[src/rtl/wb_cmd_pkg.sv]
// Shared encodings for the Wishbone command initiator and its sequencer.
// Op codes, FSM states and the RMW merge helper.
package wb_cmd_pkg;

    typedef enum logic [1:0] {
        OP_RD   = 2'b00,
        OP_WR   = 2'b01,
        OP_RMW  = 2'b10,
        OP_RSVD = 2'b11
    } op_e;

    typedef enum logic [2:0] {
        ST_IDLE = 3'd0,
        ST_RD   = 3'd1,
        ST_GAP  = 3'd2,
        ST_WR   = 3'd3,
        ST_RESP = 3'd4
    } state_e;

    localparam logic [3:0] BE_ALL = 4'hF;

    function automatic logic [31:0] rmw_merge(
        input logic [31:0] rd,
        input logic [31:0] set,
        input logic [31:0] mask
    );
        return (rd & ~mask) | (set & mask);
    endfunction

endpackage

[src/rtl/wb_timeout_cnt.sv]
// No-ACK watchdog: counts strobe cycles without acknowledge.
// LIMIT=0 removes the counter entirely.
module wb_timeout_cnt #(
    parameter int unsigned LIMIT = 255
) (
    input  logic clk_i,
    input  logic rst_ni,
    input  logic clr_i,
    input  logic en_i,
    output logic expired_o
);

    localparam int unsigned W = (LIMIT > 0) ? $clog2(LIMIT + 1) : 1;

    if (LIMIT == 0) begin : g_off
        logic unused_cnt;
        assign unused_cnt = clk_i ^ rst_ni ^ clr_i ^ en_i;
        assign expired_o  = 1'b0;
    end else begin : g_cnt
        logic [W-1:0] cnt_q, cnt_d;

        always_comb begin
            cnt_d = cnt_q;
            if (clr_i) begin
                cnt_d = '0;
            end else if (en_i && cnt_q != W'(LIMIT)) begin
                cnt_d = cnt_q + 1'b1;
            end
        end

        always_ff @(posedge clk_i or negedge rst_ni) begin
            if (!rst_ni) begin
                cnt_q <= '0;
            end else begin
                cnt_q <= cnt_d;
            end
        end

        // fires on the edge that would make the count reach LIMIT
        assign expired_o = en_i && (cnt_q == W'(LIMIT - 1));
    end

endmodule

[src/rtl/wb_cmd_initiator.sv]
// Wishbone initiator turning read/write/RMW commands into bus cycles,
// with a no-ACK timeout and a held response channel.
module wb_cmd_initiator
    import wb_cmd_pkg::*;
#(
    parameter int unsigned ADR_WIDTH      = 17,
    parameter int unsigned TIMEOUT_CYCLES = 255,
    parameter logic [31:0] ERR_DATA       = 32'hFABD_EFAC
) (
    input  logic                 WBs_CLK_i,
    input  logic                 WBs_RST_n_i,
    input  logic                 cmd_valid_i,
    output logic                 cmd_ready_o,
    input  logic [1:0]           cmd_op_i,
    input  logic [ADR_WIDTH-1:0] cmd_adr_i,
    input  logic [31:0]          cmd_dat_i,
    input  logic [31:0]          cmd_mask_i,
    input  logic [3:0]           cmd_be_i,
    output logic                 rsp_valid_o,
    input  logic                 rsp_ready_i,
    output logic [31:0]          rsp_dat_o,
    output logic                 rsp_err_o,
    output logic [ADR_WIDTH-1:0] WBm_ADR_o,
    output logic                 WBm_CYC_o,
    output logic                 WBm_STB_o,
    output logic                 WBm_WE_o,
    output logic [3:0]           WBm_BYTE_STB_o,
    output logic [31:0]          WBm_DAT_o,
    input  logic [31:0]          WBm_DAT_i,
    input  logic                 WBm_ACK_i
);

    localparam logic [ADR_WIDTH-1:0] ADR_MASK =
        {{(ADR_WIDTH-2){1'b1}}, 2'b00};

    state_e                 state_q, state_d;
    op_e                    op_q, op_d;
    logic [31:0]            mask_q, mask_d;
    logic [ADR_WIDTH-1:0]   adr_q, adr_d;
    logic                   cyc_q, cyc_d;
    logic                   stb_q, stb_d;
    logic                   we_q, we_d;
    logic [3:0]             sel_q, sel_d;
    logic [31:0]            dat_q, dat_d;
    logic [31:0]            rsp_dat_q, rsp_dat_d;
    logic                   rsp_err_q, rsp_err_d;

    logic ack;
    logic expired;
    logic to_clr;
    logic to_en;

    // an ACK outside an active strobe is never looked at
    assign ack    = WBm_ACK_i & stb_q;
    assign to_clr = stb_d & ~stb_q;
    assign to_en  = stb_q & ~WBm_ACK_i;

    wb_timeout_cnt #(
        .LIMIT (TIMEOUT_CYCLES)
    ) u_timeout (
        .clk_i     (WBs_CLK_i),
        .rst_ni    (WBs_RST_n_i),
        .clr_i     (to_clr),
        .en_i      (to_en),
        .expired_o (expired)
    );

    always_comb begin
        state_d   = state_q;
        op_d      = op_q;
        mask_d    = mask_q;
        adr_d     = adr_q;
        cyc_d     = cyc_q;
        stb_d     = stb_q;
        we_d      = we_q;
        sel_d     = sel_q;
        dat_d     = dat_q;
        rsp_dat_d = rsp_dat_q;
        rsp_err_d = rsp_err_q;

        unique case (state_q)
            ST_IDLE: begin
                if (cmd_valid_i) begin
                    op_d      = op_e'(cmd_op_i);
                    mask_d    = cmd_mask_i;
                    adr_d     = cmd_adr_i & ADR_MASK;
                    dat_d     = cmd_dat_i;
                    rsp_dat_d = '0;
                    rsp_err_d = 1'b0;
                    unique case (op_e'(cmd_op_i))
                        OP_RD, OP_RMW: begin
                            state_d = ST_RD;
                            cyc_d   = 1'b1;
                            stb_d   = 1'b1;
                            we_d    = 1'b0;
                            sel_d   = BE_ALL;
                        end
                        OP_WR: begin
                            state_d = ST_WR;
                            cyc_d   = 1'b1;
                            stb_d   = 1'b1;
                            we_d    = 1'b1;
                            sel_d   = cmd_be_i;
                        end
                        default: begin
                            state_d   = ST_RESP;
                            rsp_err_d = 1'b1;
                            rsp_dat_d = ERR_DATA;
                        end
                    endcase
                end
            end
            ST_RD: begin
                if (ack) begin
                    rsp_dat_d = WBm_DAT_i;
                    stb_d     = 1'b0;
                    if (op_q == OP_RMW) begin
                        state_d = ST_GAP;
                    end else begin
                        state_d = ST_RESP;
                        cyc_d   = 1'b0;
                    end
                end else if (expired) begin
                    state_d   = ST_RESP;
                    cyc_d     = 1'b0;
                    stb_d     = 1'b0;
                    rsp_err_d = 1'b1;
                    rsp_dat_d = ERR_DATA;
                end
            end
            ST_GAP: begin
                // rsp_dat_q holds the pre-modify value read in ST_RD
                state_d = ST_WR;
                stb_d   = 1'b1;
                we_d    = 1'b1;
                sel_d   = BE_ALL;
                dat_d   = rmw_merge(rsp_dat_q, dat_q, mask_q);
            end
            ST_WR: begin
                if (ack) begin
                    state_d = ST_RESP;
                    cyc_d   = 1'b0;
                    stb_d   = 1'b0;
                    we_d    = 1'b0;
                end else if (expired) begin
                    state_d   = ST_RESP;
                    cyc_d     = 1'b0;
                    stb_d     = 1'b0;
                    we_d      = 1'b0;
                    rsp_err_d = 1'b1;
                    rsp_dat_d = ERR_DATA;
                end
            end
            ST_RESP: begin
                if (rsp_ready_i) begin
                    state_d = ST_IDLE;
                end
            end
            default: begin
                state_d = ST_IDLE;
                cyc_d   = 1'b0;
                stb_d   = 1'b0;
            end
        endcase
    end

    always_ff @(posedge WBs_CLK_i or negedge WBs_RST_n_i) begin
        if (!WBs_RST_n_i) begin
            state_q   <= ST_IDLE;
            op_q      <= OP_RD;
            mask_q    <= '0;
            adr_q     <= '0;
            cyc_q     <= 1'b0;
            stb_q     <= 1'b0;
            we_q      <= 1'b0;
            sel_q     <= '0;
            dat_q     <= '0;
            rsp_dat_q <= '0;
            rsp_err_q <= 1'b0;
        end else begin
            state_q   <= state_d;
            op_q      <= op_d;
            mask_q    <= mask_d;
            adr_q     <= adr_d;
            cyc_q     <= cyc_d;
            stb_q     <= stb_d;
            we_q      <= we_d;
            sel_q     <= sel_d;
            dat_q     <= dat_d;
            rsp_dat_q <= rsp_dat_d;
            rsp_err_q <= rsp_err_d;
        end
    end

    assign cmd_ready_o    = (state_q == ST_IDLE);
    assign rsp_valid_o    = (state_q == ST_RESP);
    assign rsp_dat_o      = rsp_dat_q;
    assign rsp_err_o      = rsp_err_q;
    assign WBm_ADR_o      = adr_q;
    assign WBm_CYC_o      = cyc_q;
    assign WBm_STB_o      = stb_q;
    assign WBm_WE_o       = we_q;
    assign WBm_BYTE_STB_o = sel_q;
    assign WBm_DAT_o      = dat_q;

endmodule

[config.mk]
export PLATFORM = sky130hd
export DESIGN_NAME = wb_cmd_initiator
export DESIGN_NICKNAME = d
export VERILOG_FILES = /design/src/rtl/wb_cmd_pkg.sv /design/src/rtl/wb_timeout_cnt.sv /design/src/rtl/wb_cmd_initiator.sv
export SDC_FILE = /design/constraint.sdc
export NUM_CORES = 1
export LEC_CHECK = 0
export ABC_CLOCK_PERIOD_IN_PS = 3130
export CAP_MARGIN = 20
export CORE_ASPECT_RATIO = 1.4
export CORE_MARGIN = 3
export CORE_UTILIZATION = 45
export DETAILED_ROUTE_END_ITERATION = 8
export PLACE_DENSITY_LB_ADDON = 0.2
export SKIP_LAST_GASP = 1
export SLEW_MARGIN = 20
export SYNTH_ARGS = -nofsm -noshare
export SYNTH_HDL_FRONTEND = slang
export SYNTH_HIERARCHICAL = 1
export SYNTH_SLANG_ARGS = --single-unit
[constraint.sdc]
create_clock -name WBs_CLK_i -period 3.13 [get_ports WBs_CLK_i]
set_input_delay 0.626 -clock WBs_CLK_i [delete_from_list [all_inputs] [get_ports WBs_CLK_i]]
set_output_delay 0.626 -clock WBs_CLK_i [all_outputs]
set_load 0.02 [all_outputs]
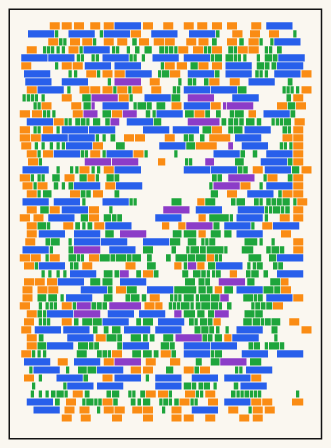
run_1/placement_by_type.png
Green marks combinational and other logic, cells 494, share of their area 31%. Blue marks sequential cells, cells 132, share of their area 37%. Purple marks clock drivers and dummy loads, cells 32, share of their area 6.8%. Orange marks remaining buffers and delay cells, cells 229, share of their area 26%.
core outline area: 13500 um^2
final core utilization: 0.675

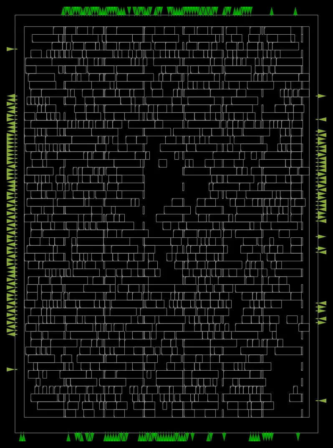
run_1/placement.png
Filler cells: 1122
Finished Layout Cells: 1069
well tap count: 182

==> results.txt, run 1 <==
Implementation results

The flow ran to the end, and the final reports show no timing, DRC or antenna violations. According to the floorplan report, the die height is ~150 um. The die covers about 15000 um^2. Detailed-route iteration 0 reported a violation count of 286.

The final timing report lists a max-slew violation count of 0. The post-synthesis instance area is between 6000 and 7000 um^2. The number of distinct library cells after synthesis is between 50 and 60. The most common cell in the synthesized netlist is nand2_1.

By area the synthesized netlist is led by dfrtp_1 53%, nand2_1 9.4%, o21ai_0 6.4%. The synthesized netlist has a Yosys-reported chip area of between 6000 and 7000 um^2. The top achievable clock speed is approximately 350 MHz. In this run the clock root is driven by a clkbuf_16. The leading area contributor after synthesis is dfrtp_1.

According to the report, the first pass of detailed routing completed in 5 iterations. Of the total power, the clock network draws 0.218. The flop-to-flop setup slack is between 0.7 and 0.8 ns. The largest delay contributor family on the critical path is buffers and inverters. The main flop type is dfrtp_1. Checking hold timing, the worst path is listed with class input port to asynchronous set/reset pin. The die is 106 um wide.

The fraction of layout instances using a drive strength above 1 is 0.0812. RePlAce ended its routability-driven mode at a weighted congestion of 0.863. Looking at the worst setup and hold paths, the clock pins of their registers show a slew of 0.06 ns. Of the synthesized area, sequential elements account for 0.528. VDD sags by at most roughly 520 uV. For this configuration, the core starts out at a cell density of 0.463. The switching portion of total power comes to 0.396. CTS saw 132 sinks. The cell type of the slowest stage on the worst timing path is clkdlybuf4s50_1. The report counts max-capacitance violations totalling 0.

The final timing summary puts the cycle share of the worst path at 0.901. The first global-routing pass estimated just over 30000 um of wire. The final layout net count is around 1000.

The clock tree synthesis step divided the H-tree into 4 levels. The cell sequence reported for the critical path is nor3b_1, clkdlybuf4s50_1. For this design, the CTS-stage hold fixing added 0 buffers. The largest stage delay on the critical path is 0.71 ns.

The worst setup path is captured at an output pin. The global-route usage over all layers is 0.250. The placement row count is approximately 50. The worst-case clock buffer depth is 2. For the final routed database, the setup TNS stands at 0 ns. The CTS report gives the tree buffer count as 17. The classification of the worst setup path is flop to output pin. The wire length per cell after detailed routing is 17.6 um.

The peak fanout along the critical path is 12. The number of cells upsized or downsized after cts is 0. Pin placement for this block handled 215 I/O pins.

The logs give a warning total of 29. The portion of synthesized cell area occupied by the leading cell type is 0.528. The async set-reset flop share out of synthesis is 1.00.

The smallest clock period supported by the final layout is computed as between 2 and 3 ns. The actual slew at the worst max-slew pin is between 1 and 1.5 ns. Of the total power, combinational logic draws 0.453. The number of antenna violations at the first check in global routing is 0.

The largest net degree at the start of global routing is approximately 84. The count of flip-flops with a built-in enable after synthesis is 0. The final routed DRC violation total is 0. The HPWL after detailed placement is 13200 um. The post-route total power is between 9000 and 10000 uW. The internal portion of the total power is between 5000 and 6000 uW. The clock tree from TritonCTS is yes. Setup repair after global routing left no endpoint under its margin. Each instance of the synthesized netlist takes up on average roughly 9.3 um^2. Per the skew report, the later register of the worst-skew pair sees a clock latency of 0.42 ns. The total count of hold-check failures in the final report is 0.

The worst path buffer plus inverter count is 1. The routed via count divided by cell count is approximately 5.5. Ranked by instance count, the synthesized netlist is headed by 157 x nand2_1, 132 x dfrtp_1, 80 x o21ai_0. The endpoint required time on the critical path is between 2 and 3 ns. The synthesized netlist handed to floorplanning was reported with a cell count of between 600 and 700. Per the synth log, the flip-flop and latch total comes to approximately 130. In this run the power density over the cells is 1020 nW/um^2.

Per the repair_timing log after CTS, setup buffers inserted total 0. Of the total power, registers draw 0.328. The largest clock skew in the final design is 0.00975 ns.

STA classifies the critical path startpoint as a flop. For this design the total switching power over the nets is about 3700 uW. Global routing finished with a remaining overflow of 0.

0 antenna diodes ended up in the layout. Nets still carrying antenna violations after routing amount to 0. Per the OpenROAD power report, leakage power amounts to between 0.004 and 0.005 uW.

The via count of the first global-routing pass is approximately 6000. The normalized max-slew margin is 0.311. Yosys printed 6 warnings.

The arrival time of data at the critical path endpoint is around 2.2 ns. The area added between synthesis and finish is 45.9%. The synth_stat.txt file lists the number of cells as 671. The count of input and output buffers is roughly 210. The number of endpoints failing setup at the final stage is 0.
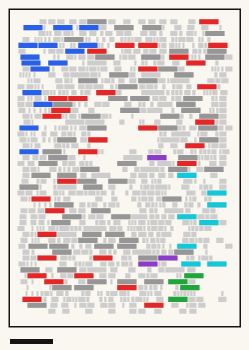
run_1/flops_by_reg.png
Bar = 20 um.
Blue marks `WBm_ADR_o`, placed flops 15, where top left. Green marks `WBm_BYTE_STB_o`, placed flops 4, where bottom right. Cyan marks `u_timeout/g_cnt.cnt_q`, placed flops 8. Red marks `mask_q`, placed flops 32, where spread over the die. Purple marks `state_q`, placed flops 3.
Another 70 sequential cells are not colored.

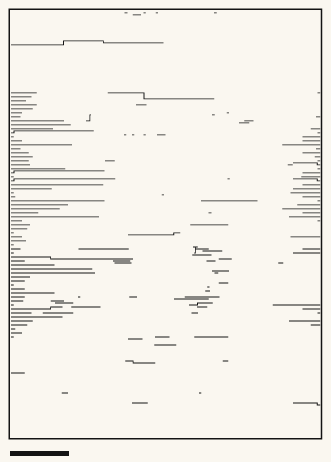
run_1/layer_met3.png
Bar = 20 um.
The layer holds 6.5% of the routed length. 132 nets have wire on it.
wirelength, routed: 18800 um
overall via count from detail_route: 5849

==> run 1: area by class of cell <==
type / count / area (um^2)
flip-flops and latches: 132 / 3300
well taps: 182 / 228
repair buffers: 229 / 2270
clock buffers: 23 / 488
multi-input cells: 484 / 2680
fillers: 1122 / 4390
inverters: 10 / 37.5
clock inverters: 9 / 116
==> run 1: cell families (layout without fill, tap and decap cells) <==
logic type,Yosys count,in the layout,share of synthesized area
adder cells (fa/ha/maj),2,2,0.00400
AND-OR/OR-AND,186,186,0.200
buffers and inverters,56,271,0.0452
AND/OR/NAND/NOR,290,290,0.215
other,1,2,0.000600
flip-flops,132,132,0.528
multiplexers,4,4,0.00700
==> run 1: placed cells by master (no fill, tap or decap), types with 16 or more instances in the layout <==
master / n
a22oi_1: 30
dfrtp_1: 132
buf_4: 17
nand3_1: 26
nor2_1: 53
nand2_1: 156
o211a_1: 16
o21ai_0: 80
clkdlybuf4s50_1: 209
clkbuf_16: 17
==> run 1: final timing paths <==
path / from / end / depth (start not counted)
worst max-delay path: state_q[1] / rsp_valid_o / 2
worst min-delay path: WBs_RST_n_i / WBm_BYTE_STB_o[0] / 1
worst max register to register: state_q[0] / rsp_dat_o[21] / 5
worst min register to register: op_q[0] / op_q[0] / 2
max in group asynchronous: WBs_RST_n_i / asynchronous set/reset pin / 2
min in group WBs_CLK_i: op_q[0] / op_q[0] / 2
==> run 1: through the flow <==
| stage | worst slack, ns | hold slack, ns | utilization | std cells | cell area, um^2 |
|---|---|---|---|---|---|
| 4_1_cts | 0.340 | 0.296 | 0.675 | 1069 | 9120 |
| 3_5_place_dp | 0.184 | 0.463 | 0.630 | 1037 | 8520 |
| 6_report | 0.309 | 0.266 | 0.675 | 1069 | 9120 |
| 3_3_place_gp | 0.285 | 0.454 | 0.630 | 1037 | 8520 |
| 5_1_grt | 0.237 | 0.320 | 0.675 | 1069 | 9120 |
| 2_1_floorplan | 0.921 | 0.330 | - | 672 | 6260 |
==> run 1: layer usage <==
| metal | wire [um] | up-vias | global-route usage |
|---|---|---|---|
| li1 | - | 2765 | - |
| met5 | 0 | - | 0 |
| met1 | 7320 | 2858 | 0.291 |
| met4 | 453 | 0 | 0.0920 |
| met2 | 9820 | 196 | 0.433 |
| met3 | 1220 | 30 | 0.0750 |
==> run 1: power by group through the flow <==
| stage | Sequential (uW) | Clock [uW] | Combinational (uW) |
|---|---|---|---|
| CTS | 3040 | 2060 | 4240 |
| global route | 3150 | 2130 | 4600 |
| detailed placement | 3060 | 0 | 4210 |
| floorplan | 3510 | 0 | 1930 |
| finish | 3050 | 2030 | 4200 |
| global placement | 3010 | 0 | 4060 |
## Run 2: what changed since run 1
GPL_ROUTABILITY_DRIVEN = 0   (was not set)
SLEW_MARGIN = 30   (was 20)
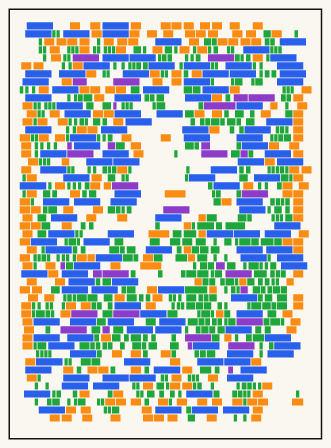
run_2/placement_by_type.png
Purple marks clock drivers and dummy loads, cells 32, share of their area 6.4%. Orange marks remaining buffers and delay cells, cells 228, share of their area 26%. Blue marks sequential cells, cells 132, share of their area 37%. Green marks combinational and other logic, cells 494, share of their area 31%.
final instance area: 9090 um^2
sequential share of cell area: 0.363
final core utilization: 0.673
cell row count: 50

==> run 2 against run 1 <==
  * Sequential share of layout area increased by 0.12 points
  * Worst setup slack improved by 0.043 ns
  * Routed wire length down 1.6%
  * Register-to-register slack gained 0.10 ns
  * Hold slack lost 0.043 ns
  * Final cell count is essentially flat
  * Count of clock-buffer cells in the layout down 3
==> results.txt, run 2 <==
Implementation results

The number of cells upsized or downsized after cts came to 0 (unchanged). The critical path endpoint category is an output pin. The endpoint required time on the critical path is 2.50 ns (about the same). The peak fanout along the critical path is 10 (-2). The initial core utilization was 0.463 (unchanged). The path class of the tightest hold or removal check is input port to asynchronous set/reset pin. The async set-reset flop share out of synthesis was 1.00 (unchanged). The fraction of power consumed by combinational cells is 0.461 (+0.008). The post-synthesis cell count came to 671 (unchanged).

The clock tree from TritonCTS is yes. The share of total power in the clock network is 0.206 (-0.012). The run finished with clean final reports. The xor/xnor cell area share of the yosys netlist is 0 (unchanged). The number of warnings issued by yosys is 6 (unchanged). The cell count in the Yosys report came to 671 (unchanged). The length of the first detailed-routing pass in iterations came to 5 (unchanged). The number of H-tree branching levels is 4 (unchanged). The main flop type is dfrtp_1. The share of synthesized area occupied by flip-flops and latches is 0.528 (unchanged). The depth of the most critical reg-to-reg path is 5 (unchanged). The largest net degree at the start of global routing is 73 (-13%).

The final layout net count was 999 (-0.10%). The portion of the clock cycle consumed by the worst path in the final layout is 0.888 (-0.0139). The antenna diode count came to 0 (unchanged). The post-route total power came to 9100 uW (-1.8%). The area growth from synthesis to layout is 45.4%. The leading cell type in the layout, fill and taps excluded is clkdlybuf4s50_1. The top achievable clock speed is 360 MHz (+1.6%). By instance count, the leading cell after synthesis is nand2_1. The boundary pin count is 215 (unchanged). The final routed DRC violation total is 0 (unchanged).

The post-synthesis instance area is 6250 um^2 (unchanged). The insertion delay at the late pin of the worst-skew pair came to 0.42 ns (about the same). The cell type of the slowest stage on the worst timing path is clkdlybuf4s50_1. Per the cell usage report, the commonest logic cells after layout are 209 x clkdlybuf4s50_1, 156 x nand2_1, 132 x dfrtp_1. The normalized max-slew margin is 0.364 (+0.0533). The leading area contributor after synthesis is dfrtp_1. The die area came to 15400 um^2 (unchanged).

Looking at the setup timing report, the critical path kind is flop to output pin. The aggregate global routing overflow came to 0 (unchanged). The leakage power total is 0.00410 uW (-0.56%). The fraction of layout instances using a drive strength above 1 is 0.0813 (+0.0000916). The number of endpoints failing setup at the final stage was 0 (unchanged).

The area fraction in mux cells is 0.00700 (unchanged). The area fraction in and, or, nand and nor cells after synthesis is 0.215 (unchanged). The wire length per cell after detailed routing is 17.3 um (-1.5%). The routed via count divided by cell count is 5.46 (-0.15%). The compound-gate portion of the synthesized area is 0.200 (unchanged). The report lists the cells along the critical path as buf_4, nor3_4, clkdlybuf4s50_1. The via count of the first global-routing pass is 6146 (+0.18%). The first-pass GRT wire length was 30400 um (-2.0%). The actual slew at the worst max-slew pin is 0.948 ns (-0.0846 ns). The top logic cell family in the synthesized netlist is simple AND/OR/NAND/NOR gates. The average instance area after synthesis was 9.32 um^2 (unchanged). The largest stage delay on the critical path is 0.67 ns (-0.04 ns). The total negative setup slack is 0 ns (unchanged).

The switching fraction of total power is 0.399 (+0.00308). The largest clock skew in the final design was 0.00733 ns (-0.00242 ns). The number of sinks handled by clock tree synthesis is 132 (unchanged).

The sequential share of power was 0.333 (+0.005). The height of the die is 145 um (unchanged). The power density over the cells is 1000 nW/um^2 (-1.5%).

By count the netlist is led by 157 x nand2_1, 132 x dfrtp_1, 80 x o21ai_0. The flop-to-flop setup slack is 0.87 ns (+0.10 ns). The number of flip-flops and latches in the synthesized netlist is 132 (unchanged). The number of hold-repair buffers added at the cts stage came to 0 (unchanged).

The total core area was 13500 um^2 (unchanged). The clock-pin slew reported for the worst setup and hold paths after clock tree synthesis was 0.06 ns (about the same). The fill cell instance count of the final layout is 1123 (+0.089%). The switching power total came to 3630 uW (-1.1%). The wire length reported by the detailed router is 18500 um (-1.6%). The count of tool warnings was 29 (unchanged).

The number of max-cap violations is 0 (unchanged). The number of setup buffers added after CTS is 0 (unchanged). The final tally of max-slew violations is 0 (unchanged). Setup repair after global routing left no endpoint under its margin.

The count of routing violations after the opening detailed-route iteration came to 286 (unchanged). The final worst setup slack came to 0.352 ns (+0.0434 ns). The reg-to-reg startpoint is state_q[0]. The count of input and output buffers is 210 (unchanged).

The worst-case clock buffer depth is 2 (unchanged). The horizontal die dimension is 106 um (unchanged). The cell internal power dissipation is 5470 uW (-2.3%).

The portion of synthesized cell area occupied by the leading cell type is 0.528 (unchanged). Per the CTS log, the root buffer master is clkbuf_16.
==> run 2: cell count changes in the layout (fill, tap and decap cells not counted), sizes merged <==
cell,delta
clkbuf,-3
clkinv,+3
clkinvlp,+3
inv,-2
buf,-1
bufinv,-1
==> run 2: layout make-up <==
type	count	area (um^2)	share of cell area
timing repair buffer	228	2280	0.250
tap	182	228	0.0250
clock buffer	20	457	0.0502
clock inverter	12	106	0.0117
inverter	10	37.5	0.00413
multi-input combinational	484	2680	0.295
sequential	132	3300	0.363
==> run 2: worst max-delay path: cells and delay by family (launching register included) <==
kind | cells | cell delay [ns]
DFF | 1 | 0.50
and+or+nand+nor | 1 | 0.32
buffers and inverters | 2 | 0.91
==> run 2: power by group through the flow <==
stage,combinational (uW),clock [uW],sequential [uW]
after floorplan,1930,0,3510
after global placement,4060,0,3010
after detailed placement,4210,0,3050
after CTS,4240,1900,3030
after global routing,4580,1990,3140
final,4190,1880,3030
==> run 2: through the flow <==
stage / util / hold WS (ns) / instances / area, um^2
floorplan: - / 0.330 / 672 / 6260
global placement: 0.631 / 0.454 / 1036 / 8520
detailed placement: 0.631 / 0.457 / 1036 / 8520
CTS: 0.672 / 0.241 / 1068 / 9090
global route: 0.673 / 0.255 / 1068 / 9090
finish: 0.673 / 0.222 / 1068 / 9090
==> run 2: worst max path at each step <==
| stage | endpoint | start |
|---|---|---|
| floorplan | WBm_WE_o | WBm_ACK_i |
| global placement | rsp_dat_o[13] | WBm_ACK_i |
| detailed placement | rsp_dat_o[28] | WBm_ACK_i |
| CTS | cmd_ready_o | state_q[1] |
| global route | cmd_ready_o | state_q[1] |
| finish | cmd_ready_o | state_q[1] |
==> run 2: cells by family after synthesis <==
family                     Yosys count
AOI/OAI and AO/OA                  186
adders and majority gates            2
buffers and inverters               56
DFF                                132
muxes                                4
other                                1
and+or+nand+nor                    290
==> run 2: routing by layer <==
metal,share of wire,vias up,GRT usage
met5,0,-,0
met4,0.033,0,0.111
met3,0.073,44,0.0834
met2,0.51,211,0.422
met1,0.38,2829,0.276
li1,-,2751,-
## Run 3: what changed since run 2
CTS_BUF_LIST = sky130_fd_sc_hd__clkbuf_8   (was not set)
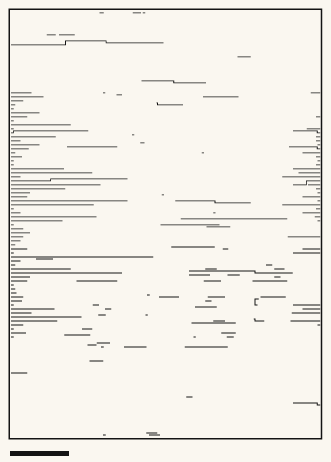
run_3/layer_met3.png
Bar = 20 um.
wirelength, routed: 18300 um
overall via count from detail_route: 5826
met3 demand-to-capacity share in global routing: 0.0768

==> run 3 against run 2 <==
  * Hold slack got worse by 0.023 ns
  * Worst setup slack got worse by 0.046 ns
  * Die area did not move
  * Clock power fell by 29%
  * Global-route usage fell by 0.30 points
  * Count of clock-buffer cells in the layout fell by 1
  * Largest cell class unchanged
  * Via count fell by 0.15%
  * Core utilization fell by 1.4 points
  * Sequential share of layout area rose by 0.78 points
  * Clock skew rose by 0.0028 ns
  * Power fell by 6.1%
  * Cell area fell by 2.1%
==> results.txt, run 3 <==
Implementation results

TritonCTS built the clock tree. The number of H-tree branching levels is 4 (unchanged). The largest clock skew in the final design is 0.0101 ns (+0.00282 ns).

The largest net degree at the start of global routing was 73 (unchanged). The wire length per cell after detailed routing is 17.1 um (-1.4%). The worst-case vdd ir drop is roughly 520 uV. The number of flip-flops and latches in the synthesized netlist is 132 (unchanged). The actual slew at the worst max-slew pin is 0.927 ns (-0.0207 ns).

The power density over the cells is 961 nW/um^2 (-4.0%). The number of hold-repair buffers added at the cts stage was 0 (unchanged). The shortest clock period the worst path allows after layout is 2.82 ns.

The via count of the first global-routing pass is 6050 (-1.6%). The height of the die came to 145 um (unchanged). The main area contributors are dfrtp_1 53%, nand2_1 9.4%, o21ai_0 6.4%. Setup repair after global routing left no endpoint under its margin. The antenna diode count was 0 (unchanged).

The leading cell type in the layout, fill and taps excluded is clkdlybuf4s50_1. The total negative setup slack is 0 ns (unchanged). The post-synthesis instance area came to 6250 um^2 (unchanged). The normalized max-slew margin came to 0.378 (+0.0139). The first-pass GRT wire length was 29900 um (-1.5%). The count of tool warnings is 29 (unchanged). The final tally of max-slew violations was 0 (unchanged). The fraction of power consumed by combinational cells is 0.489 (+0.028). The yosys stat chip area is between 6000 and 7000 um^2. The worst-case clock buffer depth is 2 (unchanged). The number of sinks handled by clock tree synthesis came to 132 (unchanged). The portion of the clock cycle consumed by the worst path in the final layout is 0.902 (+0.0147). The horizontal die dimension was 106 um (unchanged). The main flop type is dfrtp_1. In the layout the commonest cells are 209 x clkdlybuf4s50_1, 156 x nand2_1, 132 x dfrtp_1.

STA classifies the critical path startpoint as a flop. The flow ran to the end, and the final reports show no timing, DRC or antenna violations. The boundary pin count is 215 (unchanged). The average instance area after synthesis is 9.32 um^2 (unchanged). The post-synthesis cell count is 671 (unchanged).

CTS placed an instance of clkbuf_8 at the clock tree root. The initial core utilization was 0.463 (unchanged). The share of synthesized area occupied by flip-flops and latches is 0.528 (unchanged). The insertion delay at the late pin of the worst-skew pair came to 0.45 ns (+0.03 ns). The switching fraction of total power is 0.415 (+0.0164).

The worst hold slack after final layout is 0.199 ns (-0.0231 ns). The share of total power in the clock network is 0.156 (-0.050). The number of warnings issued by yosys was 6 (unchanged).

The detail route stage leaves a number of antenna-violating nets equal to 0. The peak fanout along the critical path came to 10 (unchanged). The total core area came to 13500 um^2 (unchanged).

The synthesis run shows the most used standard cells to be 157 x nand2_1, 132 x dfrtp_1, 80 x o21ai_0. The count of routing violations after the opening detailed-route iteration is 256 (-10%). The aggregate global routing overflow is 0 (unchanged). The depth of the most critical reg-to-reg path came to 6 (+1).

The final routed DRC violation total was 0 (unchanged). The number of max-cap violations is 0 (unchanged). The number of endpoints failing setup at the final stage came to 0 (unchanged). The area added between synthesis and finish is 42.3%.

The endpoint required time on the critical path is 2.50 ns (about the same). The placement row count came to 50 (unchanged). The number of distinct library cells after synthesis is approximately 56. According to the timing report, the arrival time at the worst endpoint equals 2.20 ns. The critical path endpoint category is an output pin. The clock-pin slew reported for the worst setup and hold paths after clock tree synthesis is 0.08 ns (+0.02 ns). The die area came to 15400 um^2 (unchanged).

The async set-reset flop share out of synthesis is 1.00 (unchanged). The worst setup path is of the flop to output pin kind. The routed via count divided by cell count is 5.46 (-0.15%). The flop-to-flop setup slack is 0.85 ns (-0.02 ns). The cell count in the Yosys report is 671 (unchanged).

The top achievable clock speed came to 354 MHz (-1.6%). The portion of synthesized cell area occupied by the leading cell type is 0.528 (unchanged). The biggest area contributor in the post-synthesis netlist is dfrtp_1. The final layout net count came to 999 (unchanged). The number of setup buffers added after CTS came to 0 (unchanged). In this run the critical register-to-register path is launched from state_q[0]. The fraction of layout instances using a drive strength above 1 is 0.0813 (unchanged). The switching power total is 3550 uW (-2.2%).

The most frequently used library cell after synthesis is nand2_1. The length of the first detailed-routing pass in iterations is 4 (-1). The TritonCTS buffer count is 17. The path class of the tightest hold or removal check is input port to asynchronous set/reset pin. The cell internal power dissipation is 5000 uW (-8.6%).

The sequential share of power was 0.354 (+0.021). The number of cells upsized or downsized after cts came to 0 (unchanged). The leakage power total came to 0.00402 uW (-2.0%). The count of input and output buffers is 210 (unchanged).

In the final report, the number of hold violations comes to 0. The placed wire-length estimate is ~13000 um.
run 3: worst max path at each step:
stage	cells after the start	to	slack, ns	from
after floorplan	8	WBm_WE_o	0.92	WBm_ACK_i
after global placement	8	rsp_dat_o[13]	0.27	WBm_ACK_i
after detailed placement	8	rsp_dat_o[28]	0.17	WBm_ACK_i
after CTS	3	cmd_ready_o	0.29	state_q[1]
after global routing	3	cmd_ready_o	0.21	state_q[1]
final	3	cmd_ready_o	0.31	state_q[1]
run 3: kinds of logic (layout without fill, tap and decap cells):
kind of cell / after synthesis / count (layout) / share of synthesized area
AND-OR/OR-AND: 186 / 186 / 0.200
multiplexers: 4 / 4 / 0.00700
flip-flops: 132 / 132 / 0.528
other: 1 / 2 / 0.000600
AND/OR/NAND/NOR: 290 / 290 / 0.215
buffers and inverters: 56 / 270 / 0.0452
adder cells (fa/ha/maj): 2 / 2 / 0.00400
run 3: cell type report:
type	count	area (um^2)
clock buffer	19	262
sequential	132	3300
fill	1142	4610
clock inverter	13	110
multi-input combinational	484	2680
tap	182	228
inverter	10	37.5
timing repair buffer	228	2280
run 3: power by group through the flow:
stage                     Clock [uW]  Combinational [uW]  Sequential [uW]
after global routing            1450                4570             3130
after CTS                       1370                4230             3030
after detailed placement           0                4210             3050
final                           1330                4190             3030
after global placement             0                4060             3010
after floorplan                    0                1930             3510
run 3: through the flow:
stage,area [um^2],worst slack [ns],util,power (uW),instances
after floorplan,6260,0.921,-,5440,672
after global placement,8520,0.274,0.631,7070,1036
after detailed placement,8520,0.172,0.631,7260,1036
after CTS,8890,0.294,0.658,8620,1068
after global routing,8900,0.206,0.659,9150,1068
final,8900,0.306,0.659,8550,1068
run 3: metal layers:
metal,track usage,up-vias,routed length [um]
li1,-,2753,-
met2,0.423,202,9550
met4,0.102,0,463
met1,0.275,2840,6970
met5,0,-,0
met3,0.0768,31,1260
run 3: critical path: stages, from the launching register on:
cell	delay (ns)
dfrtp_1	0.50
buf_4	0.24
nor3_4	0.32
clkdlybuf4s50_1	0.68
Power figures rest on the tool's default switching activity, not on a simulated workload.
